<file path="src/rtl/snake_body_stream.sv">
// Snake segment store: moves the head one cell per step, grows on is_eat, detects walls
// and self hits, and streams the body head-first framed by vld_start / vld / vld_t.
module snake_body_stream #(
   parameter int H_LOGIC_WIDTH = 5,
   parameter int V_LOGIC_WIDTH = 5,
   parameter int H_LOGIC_MAX   = 31,
   parameter int V_LOGIC_MAX   = 23,
   parameter int MAX_LEN       = 64,
   parameter int INIT_LEN      = 3
) (
   input  logic                     clk,
   input  logic                     rst,
   input  logic                     step,
   input  logic [1:0]               dir,
   input  logic                     is_eat,
   output logic [H_LOGIC_WIDTH-1:0] x_snake_cur,
   output logic [V_LOGIC_WIDTH-1:0] y_snake_cur,
   output logic [9:0]               length,
   output logic                     vld_start,
   output logic                     vld,
   output logic                     vld_t,
   output logic                     is_end,
   output logic                     busy,
   output logic [1:0]               state_dbg
);
   localparam int IDX_W = (MAX_LEN > 2) ? $clog2(MAX_LEN) : 1;
   localparam logic [H_LOGIC_WIDTH-1:0] X_MAX = H_LOGIC_WIDTH'(H_LOGIC_MAX);
   localparam logic [V_LOGIC_WIDTH-1:0] Y_MAX = V_LOGIC_WIDTH'(V_LOGIC_MAX);
   localparam logic [H_LOGIC_WIDTH-1:0] X_ONE = H_LOGIC_WIDTH'(1);
   localparam logic [V_LOGIC_WIDTH-1:0] Y_ONE = V_LOGIC_WIDTH'(1);
   localparam logic [9:0]               LEN_MAX = 10'(MAX_LEN);
   localparam logic [1:0] DIR_RIGHT = 2'b00;
   localparam logic [1:0] DIR_LEFT  = 2'b01;
   localparam logic [1:0] DIR_UP    = 2'b10;
   localparam logic [1:0] DIR_DOWN  = 2'b11;

   typedef enum logic [1:0] {
      S_IDLE   = 2'd0,
      S_MOVE   = 2'd1,
      S_STREAM = 2'd2,
      S_DEAD   = 2'd3
   } state_t;

   state_t                     state_q, state_d;
   logic [1:0]                 heading_q, heading_d;
   logic [9:0]                 len_q;
   logic [10:0]                cnt_q;
   logic                       grow_q, hit_q, end_q;
   logic [H_LOGIC_WIDTH-1:0]   last_x_q;
   logic [V_LOGIC_WIDTH-1:0]   last_y_q;
   logic [H_LOGIC_WIDTH-1:0]   seg_x_q [MAX_LEN];
   logic [V_LOGIC_WIDTH-1:0]   seg_y_q [MAX_LEN];

   logic [H_LOGIC_WIDTH-1:0]   head_x;
   logic [V_LOGIC_WIDTH-1:0]   head_y;
   logic                       wall, grow_req, seg_vld, frame_end, self_hit;
   logic [10:0]                len_ext;
   logic [IDX_W-1:0]           rd_idx;

   // A request exactly opposite the current heading is dropped, not reversed into the neck.
   always_comb begin
      heading_d = dir;
      if ((dir[1] == heading_q[1]) && (dir[0] != heading_q[0])) heading_d = heading_q;
      head_x = seg_x_q[0];
      head_y = seg_y_q[0];
      wall   = 1'b0;
      case (heading_d)
         DIR_RIGHT: if (seg_x_q[0] == X_MAX) wall = 1'b1; else head_x = seg_x_q[0] + X_ONE;
         DIR_LEFT:  if (seg_x_q[0] == '0)    wall = 1'b1; else head_x = seg_x_q[0] - X_ONE;
         DIR_UP:    if (seg_y_q[0] == '0)    wall = 1'b1; else head_y = seg_y_q[0] - Y_ONE;
         default:   if (seg_y_q[0] == Y_MAX) wall = 1'b1; else head_y = seg_y_q[0] + Y_ONE;
      endcase
   end

   // Frame counter: 0 = vld_start, 1..len = segment len-1 index+1, len+1 = vld_t.
   assign len_ext   = {1'b0, len_q};
   assign seg_vld   = (state_q == S_STREAM) && (cnt_q != 11'd0) && (cnt_q <= len_ext);
   assign frame_end = (state_q == S_STREAM) && (cnt_q == len_ext + 11'd1);
   assign rd_idx    = IDX_W'(cnt_q - 11'd1);
   assign self_hit  = seg_vld && (cnt_q >= 11'd2) &&
                      (seg_x_q[rd_idx] == seg_x_q[0]) && (seg_y_q[rd_idx] == seg_y_q[0]);
   assign grow_req  = grow_q | is_eat;

   always_ff @(posedge clk or negedge rst) begin
      if (!rst) state_q <= S_IDLE;
      else      state_q <= state_d;
   end

   always_comb begin
      state_d = state_q;
      case (state_q)
         S_IDLE:   if (step) state_d = S_MOVE;
         S_MOVE:   state_d = wall ? S_DEAD : S_STREAM;
         S_STREAM: if (frame_end) state_d = hit_q ? S_DEAD : S_IDLE;
         default:  state_d = S_DEAD;
      endcase
   end

   always_comb begin
      vld_start   = (state_q == S_STREAM) && (cnt_q == 11'd0);
      vld         = seg_vld;
      vld_t       = frame_end;
      busy        = (state_q != S_IDLE);
      x_snake_cur = seg_vld ? seg_x_q[rd_idx] : last_x_q;
      y_snake_cur = seg_vld ? seg_y_q[rd_idx] : last_y_q;
   end

   assign length    = len_q;
   assign is_end    = end_q;
   assign state_dbg = state_q;

   always_ff @(posedge clk or negedge rst) begin
      if (!rst) begin
         heading_q <= DIR_RIGHT;
         len_q     <= 10'(INIT_LEN);
         cnt_q     <= '0;
         grow_q    <= 1'b0;
         hit_q     <= 1'b0;
         end_q     <= 1'b0;
         last_x_q  <= '0;
         last_y_q  <= '0;
         for (int k = 0; k < MAX_LEN; k++) begin
            seg_x_q[k] <= (k < INIT_LEN) ? H_LOGIC_WIDTH'(INIT_LEN - 1 - k) : '0;
            seg_y_q[k] <= '0;
         end
      end else begin
         if (is_eat && (state_q != S_DEAD)) grow_q <= 1'b1;
         case (state_q)
            S_MOVE: begin
               cnt_q <= '0;
               hit_q <= 1'b0;
               if (wall) begin
                  end_q <= 1'b1;
               end else begin
                  heading_q  <= heading_d;
                  seg_x_q[0] <= head_x;
                  seg_y_q[0] <= head_y;
                  for (int k = 1; k < MAX_LEN; k++) begin
                     seg_x_q[k] <= seg_x_q[k-1];
                     seg_y_q[k] <= seg_y_q[k-1];
                  end
                  if (grow_req) begin
                     if (len_q < LEN_MAX) len_q <= len_q + 10'd1;
                     grow_q <= 1'b0;
                  end
               end
            end
            S_STREAM: begin
               cnt_q <= cnt_q + 11'd1;
               if (self_hit) hit_q <= 1'b1;
               if (seg_vld) begin
                  last_x_q <= x_snake_cur;
                  last_y_q <= y_snake_cur;
               end
               if (frame_end && hit_q) end_q <= 1'b1;
            end
            default: ;
         endcase
      end
   end
endmodule

</file>
<file path="config.mk">
export PLATFORM = sky130hd
export DESIGN_NAME = snake_body_stream
export DESIGN_NICKNAME = d
export VERILOG_FILES = /design/src/rtl/snake_body_stream.sv
export SDC_FILE = /design/constraint.sdc
export NUM_CORES = 1
export LEC_CHECK = 0
export CELL_PAD_IN_SITES_DETAIL_PLACEMENT = 1
export CELL_PAD_IN_SITES_GLOBAL_PLACEMENT = 1
export CORE_MARGIN = 8
export CORE_UTILIZATION = 40
export DETAILED_ROUTE_END_ITERATION = 10
export GPL_TIMING_DRIVEN = 0
export PLACE_DENSITY_LB_ADDON = 0.1
export SLEW_MARGIN = 25
export SYNTH_ARGS = -nofsm -noshare
export SYNTH_HDL_FRONTEND = slang
export SYNTH_SLANG_ARGS = --single-unit
</file>
<file path="constraint.sdc">
create_clock -name clk -period 5.21 [get_ports clk]
set_input_delay 0.521 -clock clk [delete_from_list [all_inputs] [get_ports clk]]
set_output_delay 0.521 -clock clk [all_outputs]
set_load 0.005 [all_outputs]
</file>
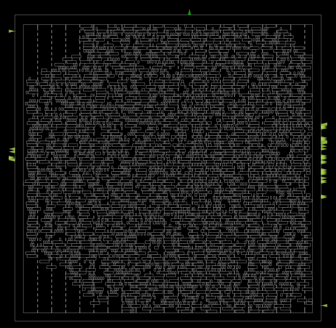
run_1/final_placement.png
flop count: 678
Filler Cells Inserted: 9050

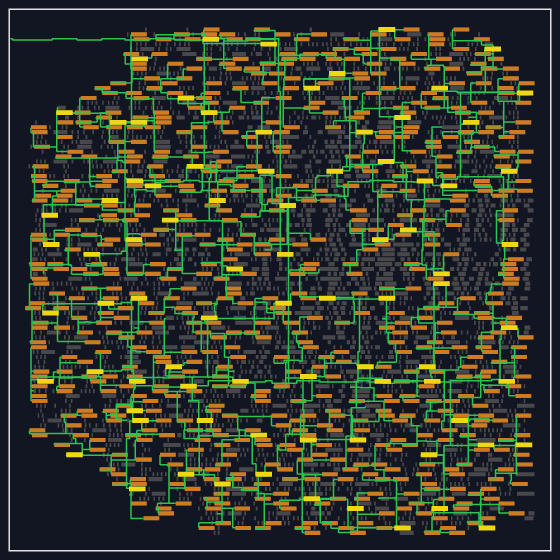
run_1/clock_map.png
legend:
  orange:
    item: flip-flops
    count: 678
  green:
    item: clock wires
    length: 10100 µm
  yellow:
    item: cells driving clock nets
    count: 82
routed clock nets: 83

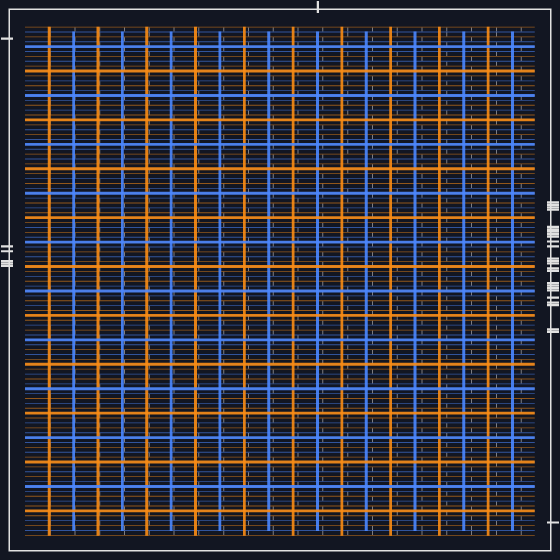
run_1/pdn.png
Pins as bars on the die edge. Tap cells in gray.
legend:
  blue:
    net: VDD
  orange:
    net: VSS
tap cells: 1060
met5 straps: 20
rows: 104
met1 rails: 105
signal pins: 33

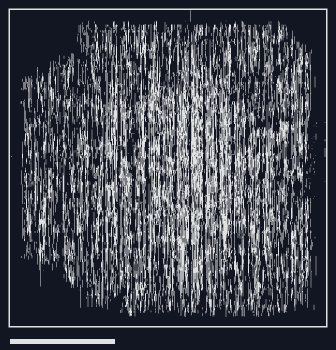
run_1/met2.png
Bar = 100 µm.
main direction: vertical
longest straight run: 114 µm
wire length on this layer: 53.1 mm

## run 1: layer usage
metal | routed length (µm) | up-vias
li1 | - | 11837
met1 | 52400 | 13985
met3 | 7630 | 195
met2 | 53100 | 811
met4 | 4180 | 4
met5 | 23 | -
## run 1: state kept, by name, indices dropped and copies added, names as in the netlist
| name | flops |
|---|---|
| last_x_q | 5 |
| seg_x_q | 320 |
| is_end | 1 |
| grow_q | 1 |
| hit_q | 1 |
| seg_y_q | 320 |
| state_dbg | 2 |
| last_y_q | 5 |
| length | 10 |
| cnt_q | 11 |
| heading_q | 2 |
## run 1: where the power goes
part	total, µW	switching, µW	internal [µW]
logic	183	140	42.9
registers	5280	6.93	5270
clock network	5930	2340	3590
==> results.sh, run 1 <==
# implementation run metrics
export IMPL_status="finished clean"
export IMPL_fin_crit_ns=5.12
export IMPL_drc=0
export IMPL_tap_cells=1060
export IMPL_grt_pass1_vias=28061
export IMPL_setup_viol=0
export IMPL_die_area_mm2=0.0903
export IMPL_dr_first_iter_drc_count=2037
export IMPL_cp_depth=10
export IMPL_grt_max_degree=92
export IMPL_inv_count=30
export IMPL_pin_count=33
export IMPL_critPathLaunchType="register"
export IMPL_port_buffers=31
export IMPL_power_density_mw_per_mm2=295
export IMPL_clk_pin_slew_worst_paths_ns=0.06
export IMPL_top_cell="nand2_1"
export IMPL_clk_latency_ns=0.64
export IMPL_crit_chain="or4_1, buf_2, nand2_1, buf_2, nand2_1, a32oi_2, o311ai_4, mux2_2, o21ai_4, dlygate4sd2_1"
export IMPL_syn_area_mm2=0.0324
export IMPL_yosysUniqueCellTypes=72
export IMPL_seq_area_frac=0.440
export IMPL_gr_usage_met3=0.0483
export IMPL_post_cts_buffers=34
export IMPL_floorplan_core_util=0.403
export IMPL_die_y_um=301
export IMPL_maxSlewHeadroom=0.317
export IMPL_insertedDiodeCount=2
export IMPL_lay_top_count="nand2_1"
export IMPL_worst_path_max_fanout=10
export IMPL_logic_area_mm2=0.0146
export IMPL_r2r_start="cnt_q[0]"
export IMPL_r2r_end="hit_q"
export IMPL_top_cells_by_area="dfrtp_1 52%, nand2_1 23%, mux4_2 9.9%"
==> run 1 -> run 2 <==
--- a/config.mk
+++ b/config.mk
@@ -5,6 +5,7 @@
 export SDC_FILE = /design/constraint.sdc
 export NUM_CORES = 1
 export LEC_CHECK = 0
+export CAP_MARGIN = 25
 export CELL_PAD_IN_SITES_DETAIL_PLACEMENT = 1
 export CELL_PAD_IN_SITES_GLOBAL_PLACEMENT = 1
 export CORE_MARGIN = 8
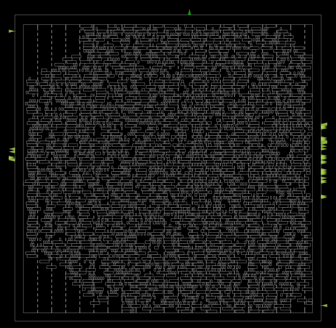
run_2/final_placement.png
Std-Cell Rows: 104
final core utilization: 0.481
area of the core: 0.0803 mm²

==> results.sh, run 2 <==
# implementation run metrics
export IMPL_switching_share=0.218
export IMPL_dr_first_iter_drc_count=2037
export IMPL_lay_top_count="nand2_1"
export IMPL_powerComb_uw=183
export IMPL_syn_area_mm2=0.0324
export IMPL_flop_count=678
export IMPL_comb_power_share=0.016
export IMPL_tap_cells=1060
export IMPL_clk_pin_slew_worst_paths_ns=0.06
export IMPL_top_power_group="the clock network"
export IMPL_p_clk_uw=5930
export IMPL_top_cell="nand2_1"
export IMPL_maxSlewHeadroom=0.317
export IMPL_die_y_um=301
export IMPL_switchingPower_uw=2490
export IMPL_status="finished clean"
export IMPL_critPathLaunchType="register"
export IMPL_post_cts_buffers=34
export IMPL_grt_max_degree=92
export IMPL_seq_area_frac=0.440
export IMPL_crit_chain="or4_1, buf_2, nand2_1, buf_2, nand2_1, a32oi_2, o311ai_4, mux2_2, o21ai_4, dlygate4sd2_1"
export IMPL_pin_count=33
export IMPL_yosysUniqueCellTypes=72
export IMPL_inv_count=30
export IMPL_floorplan_core_util=0.403
export IMPL_r2r_start="cnt_q[0]"
export IMPL_drc=0
export IMPL_pwr_share_seq=0.463
export IMPL_grt_pass1_vias=28061
export IMPL_p_int_uw=8900
export IMPL_clk_latency_ns=0.64
export IMPL_reg_top3="seg_x_q (320), seg_y_q (320), cnt_q (11)"
[run 2: cell counts after synthesis]
Identical to the previous run, type by type.
[run 2: path summary, 6_finish.rpt]
kind                                  endpoint  slack (ns)  cells past startpoint
min in group clk                  seg_x_q[316]        0.46                      3
max in group asynchronous         seg_y_q[139]        3.20                      5
worst min-delay path               seg_y_q[82]        0.35                      2
worst max-delay path            y_snake_cur[4]        0.09                     10
worst max register to register           hit_q        0.62                     20
worst min register to register     seg_x_q[98]        0.48                      2
[run 2: metal layers]
metal / vias up / share of wire / global-route usage
li1: 11837 / - / -
met1: 13985 / 0.45 / 0.366
met2: 811 / 0.45 / 0.403
met3: 195 / 0.065 / 0.0483
met4: 4 / 0.036 / 0.0892
met5: - / 0.00020 / 0
Power figures rest on the tool's default switching activity, not on a simulated workload.
